<file path="config.mk">
export PLATFORM = sky130hd
export DESIGN_NAME = uart_tx_serializer
export DESIGN_NICKNAME = d
export VERILOG_FILES = /design/src/rtl/uart_pkg.sv /design/src/rtl/uart_baud_gen.sv /design/src/rtl/uart_tx_serializer.sv
export SDC_FILE = /design/constraint.sdc
export NUM_CORES = 1
export LEC_CHECK = 0
export CAP_MARGIN = 25
export CORE_MARGIN = 3
export CORE_UTILIZATION = 55
export DETAILED_ROUTE_END_ITERATION = 8
export GPL_ROUTABILITY_DRIVEN = 1
export PLACE_DENSITY = 0.84
export SLEW_MARGIN = 10
export SYNTH_ARGS = -nofsm -noshare
export SYNTH_HDL_FRONTEND = slang
export SYNTH_HIERARCHICAL = 1
export SYNTH_SLANG_ARGS = --single-unit
</file>
<file path="constraint.sdc">
create_clock -name clk -period 2.9 [get_ports clk]
set_clock_uncertainty 0.2 [all_clocks]
set_input_delay 0.58 -clock clk [delete_from_list [all_inputs] [get_ports clk]]
set_output_delay 0.58 -clock clk [all_outputs]
set_load 0.01 [all_outputs]
</file>
<file path="src/rtl/uart_pkg.sv">
// rtl/uart_pkg.sv - shared constants and types for the UART transmit path
package uart_pkg;

    localparam int DATA_W = 8;

    localparam int PAR_NONE = 0;
    localparam int PAR_EVEN = 1;
    localparam int PAR_ODD  = 2;

    typedef enum logic [2:0] {
        ST_IDLE   = 3'd0,
        ST_START  = 3'd1,
        ST_DATA   = 3'd2,
        ST_PARITY = 3'd3,
        ST_STOP   = 3'd4
    } state_t;

    // Unknown parity settings fall back to no parity bit.
    function automatic int eff_parity(input int p);
        return (p == PAR_EVEN || p == PAR_ODD) ? p : PAR_NONE;
    endfunction

endpackage

</file>
<file path="src/rtl/uart_baud_gen.sv">
// rtl/uart_baud_gen.sv - per-bit cycle counter, pulses bit_done on the last cycle of each bit
module uart_baud_gen #(
    parameter int CLKS_PER_BIT = 217
) (
    input  logic clk,
    input  logic resetn,
    input  logic clear,
    output logic bit_done
);

    localparam int CNT_W = (CLKS_PER_BIT > 2) ? $clog2(CLKS_PER_BIT) : 1;
    localparam logic [CNT_W-1:0] LAST = CNT_W'(CLKS_PER_BIT - 1);

    logic [CNT_W-1:0] cnt;

    assign bit_done = !clear && (cnt == LAST);

    always_ff @(posedge clk or negedge resetn) begin
        if (!resetn) begin
            cnt <= '0;
        end else if (clear || bit_done) begin
            cnt <= '0;
        end else begin
            cnt <= cnt + 1'b1;
        end
    end

endmodule

</file>
<file path="src/rtl/uart_tx_serializer.sv">
// rtl/uart_tx_serializer.sv - 8-bit UART transmitter: start, 8 data LSB first, optional parity, stop
module uart_tx_serializer
    import uart_pkg::*;
#(
    parameter int CLKS_PER_BIT = 217,
    parameter int PARITY       = 0
) (
    input  logic                clk,
    input  logic                resetn,
    input  logic [DATA_W-1:0]   data,
    input  logic                data_ready,
    output logic                busy,
    output logic                tx
);

    localparam int PAR_MODE = eff_parity(PARITY);

    state_t              state, state_nxt;
    logic [DATA_W-1:0]   shift, shift_nxt;
    logic [2:0]          bit_idx, bit_idx_nxt;
    logic                par_acc, par_nxt;
    logic                tx_nxt, busy_nxt;
    logic                baud_clear;
    logic                bit_done;

    // Holding the counter clear in IDLE gives every frame a fresh bit period.
    assign baud_clear = (state == ST_IDLE);

    uart_baud_gen #(
        .CLKS_PER_BIT (CLKS_PER_BIT)
    ) u_baud_gen (
        .clk      (clk),
        .resetn   (resetn),
        .clear    (baud_clear),
        .bit_done (bit_done)
    );

    always_comb begin
        state_nxt   = state;
        shift_nxt   = shift;
        bit_idx_nxt = bit_idx;
        par_nxt     = par_acc;
        tx_nxt      = tx;
        busy_nxt    = busy;
        case (state)
            ST_IDLE: begin
                if (data_ready) begin
                    state_nxt   = ST_START;
                    shift_nxt   = data;
                    bit_idx_nxt = 3'd0;
                    par_nxt     = 1'b0;
                    tx_nxt      = 1'b0;
                    busy_nxt    = 1'b1;
                end
            end
            ST_START: begin
                if (bit_done) begin
                    state_nxt = ST_DATA;
                    tx_nxt    = shift[0];
                end
            end
            ST_DATA: begin
                if (bit_done) begin
                    par_nxt     = par_acc ^ shift[0];
                    shift_nxt   = shift >> 1;
                    bit_idx_nxt = bit_idx + 3'd1;
                    if (bit_idx == 3'd7) begin
                        if (PAR_MODE != PAR_NONE) begin
                            state_nxt = ST_PARITY;
                            tx_nxt    = (PAR_MODE == PAR_ODD) ? ~par_nxt : par_nxt;
                        end else begin
                            state_nxt = ST_STOP;
                            tx_nxt    = 1'b1;
                        end
                    end else begin
                        tx_nxt = shift[1];
                    end
                end
            end
            ST_PARITY: begin
                if (bit_done) begin
                    state_nxt = ST_STOP;
                    tx_nxt    = 1'b1;
                end
            end
            ST_STOP: begin
                if (bit_done) begin
                    state_nxt = ST_IDLE;
                    tx_nxt    = 1'b1;
                    busy_nxt  = 1'b0;
                end
            end
            default: begin
                state_nxt = ST_IDLE;
                tx_nxt    = 1'b1;
                busy_nxt  = 1'b0;
            end
        endcase
    end

    // tx resets high through an async set, so an aborted frame never glitches low.
    always_ff @(posedge clk or negedge resetn) begin
        if (!resetn) begin
            state   <= ST_IDLE;
            shift   <= '0;
            bit_idx <= 3'd0;
            par_acc <= 1'b0;
            tx      <= 1'b1;
            busy    <= 1'b0;
        end else begin
            state   <= state_nxt;
            shift   <= shift_nxt;
            bit_idx <= bit_idx_nxt;
            par_acc <= par_nxt;
            tx      <= tx_nxt;
            busy    <= busy_nxt;
        end
    end

endmodule

</file>
### I/O pins on the die edge

(6 px per um) Pins as bars across the die edge, other pins in grey.
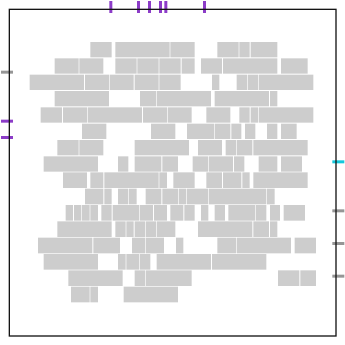
legend:
  purple:
    port: data
    pins: 8
    direction: input
    edge: 6 top, 2 left
  cyan:
    port: data_ready
    pins: 1
    direction: input
    edge: right

### Signal wires by layer

(4 px per um) Two of the layers only.
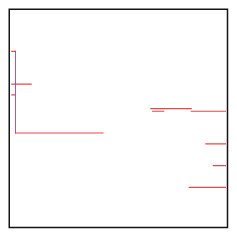
legend:
  red:
    layer: met3
    wire_length: 66.5 um
  purple:
    layer: met4
    wire_length: 20.4 um

==> metrics.yaml <==
synth:
  top_area_cell: "dfrtp_1"
  flop_cell: "dfrtp_1"
  xor_share: 0.0205
  compound_area_frac: 0.110
  ys_warn_count: 6
  ys_area_um2: 1280
  ys_ff: 24
  synth_area_um2: 1280
  edf_count: 0
  netlist-cell-type-count: 35
finish:
  postLayoutCellArea_um2: 1440
  layout_top_cell: "dfrtp_1"
  finalCoreUtilization: 0.691
  antenna_cells: 0
  fin_cells: 155
  layout.nets: 144
floorplanning:
  core_area_um2: 2080
  dieWidth_um: 54.2
  die_y_um: 54.2
  chipArea_um2: 2940
final_timing:
  whs_ns: 0.303
  finalWorstSetupSlack_ns: 0.558
  tns_ns: 0
power:
  powerDensity_nw_per_um2: 365
  pg_clk_uw: 150
  p_seq_frac: 0.653
  p_switching_uw: 110
  power_uw: 525
clock_network:
  cts_hold_buf: 0
  clk_pin_slew_worst_paths_ns: 0.13
  htree_levels: 1
  cts.repair.resized: 0
critical_path:
  crit_buf_inv: 2
  worst_setup_path_end_kind: "register"
  arrival_ns: 2.34
  critPathLaunchType: "register"
place:
  place_area_um2: 1410
global_route:
  grt.overflow.total: 0
  use_met2: 0.285
  top_usage_layer: "met2"
status:
  outcome: "finished, final reports clean"
routing:
  wl_met1_um: 984
  ant_nets: 0
worst_hold_path:
  hold_depth: 1
### Logic cells by family

(6 px per um)
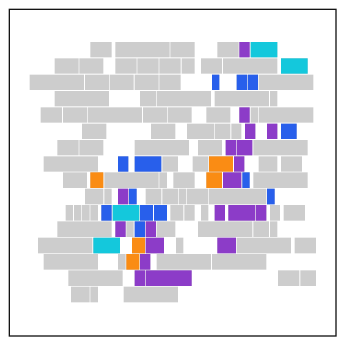
legend:
  blue:
    family: NAND gates
    cells: 13
  purple:
    family: inverting AOI/OAI gates
    cells: 19
  cyan:
    family: adder and majority cells
    cells: 4
  orange:
    family: AND and OR gates
    cells: 5

### Clock network drawn from the DEF

(8 px per um)
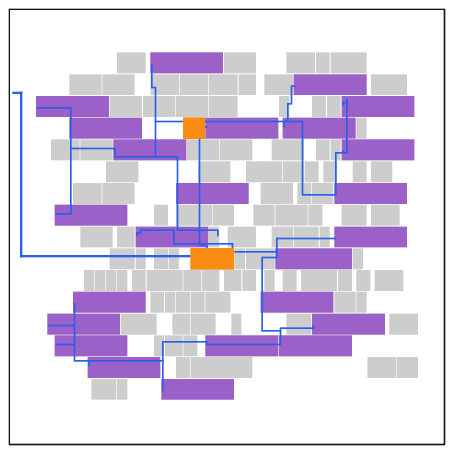
legend:
  orange:
    item: cells driving clock nets
    count: 3
  blue:
    item: clock wires
    length: 273 um
  purple:
    item: flip-flops
    count: 24
routed clock nets: 4

layout make-up:
type,instances,area (um^2),area share
Clock buffer,4,26.3,0.0183
Inverter,9,33.8,0.0235
Multi-Input combinational cell,75,593,0.412
Sequential cell,24,602,0.418
Tap cell,27,33.8,0.0235
Timing Repair Buffer,16,150,0.104
path summary, 6_finish.rpt:
kind / to / slack, ns
setup / recovery: shift[0] / 0.56
hold / removal: bit_idx[0] / 0.30
setup reg to reg: shift[0] / 0.56
hold reg to reg: bit_idx[0] / 0.30
max in group asynchronous: tx / 1.80
min in group asynchronous: state[2] / 0.41
flip-flops by register name, indices dropped and copies added, names as in the netlist:
name	flops
busy	1
state	3
shift	8
bit_idx	3
tx	1
u_baud_gen/cnt	8
Power figures rest on the tool's default switching activity, not on a simulated workload.
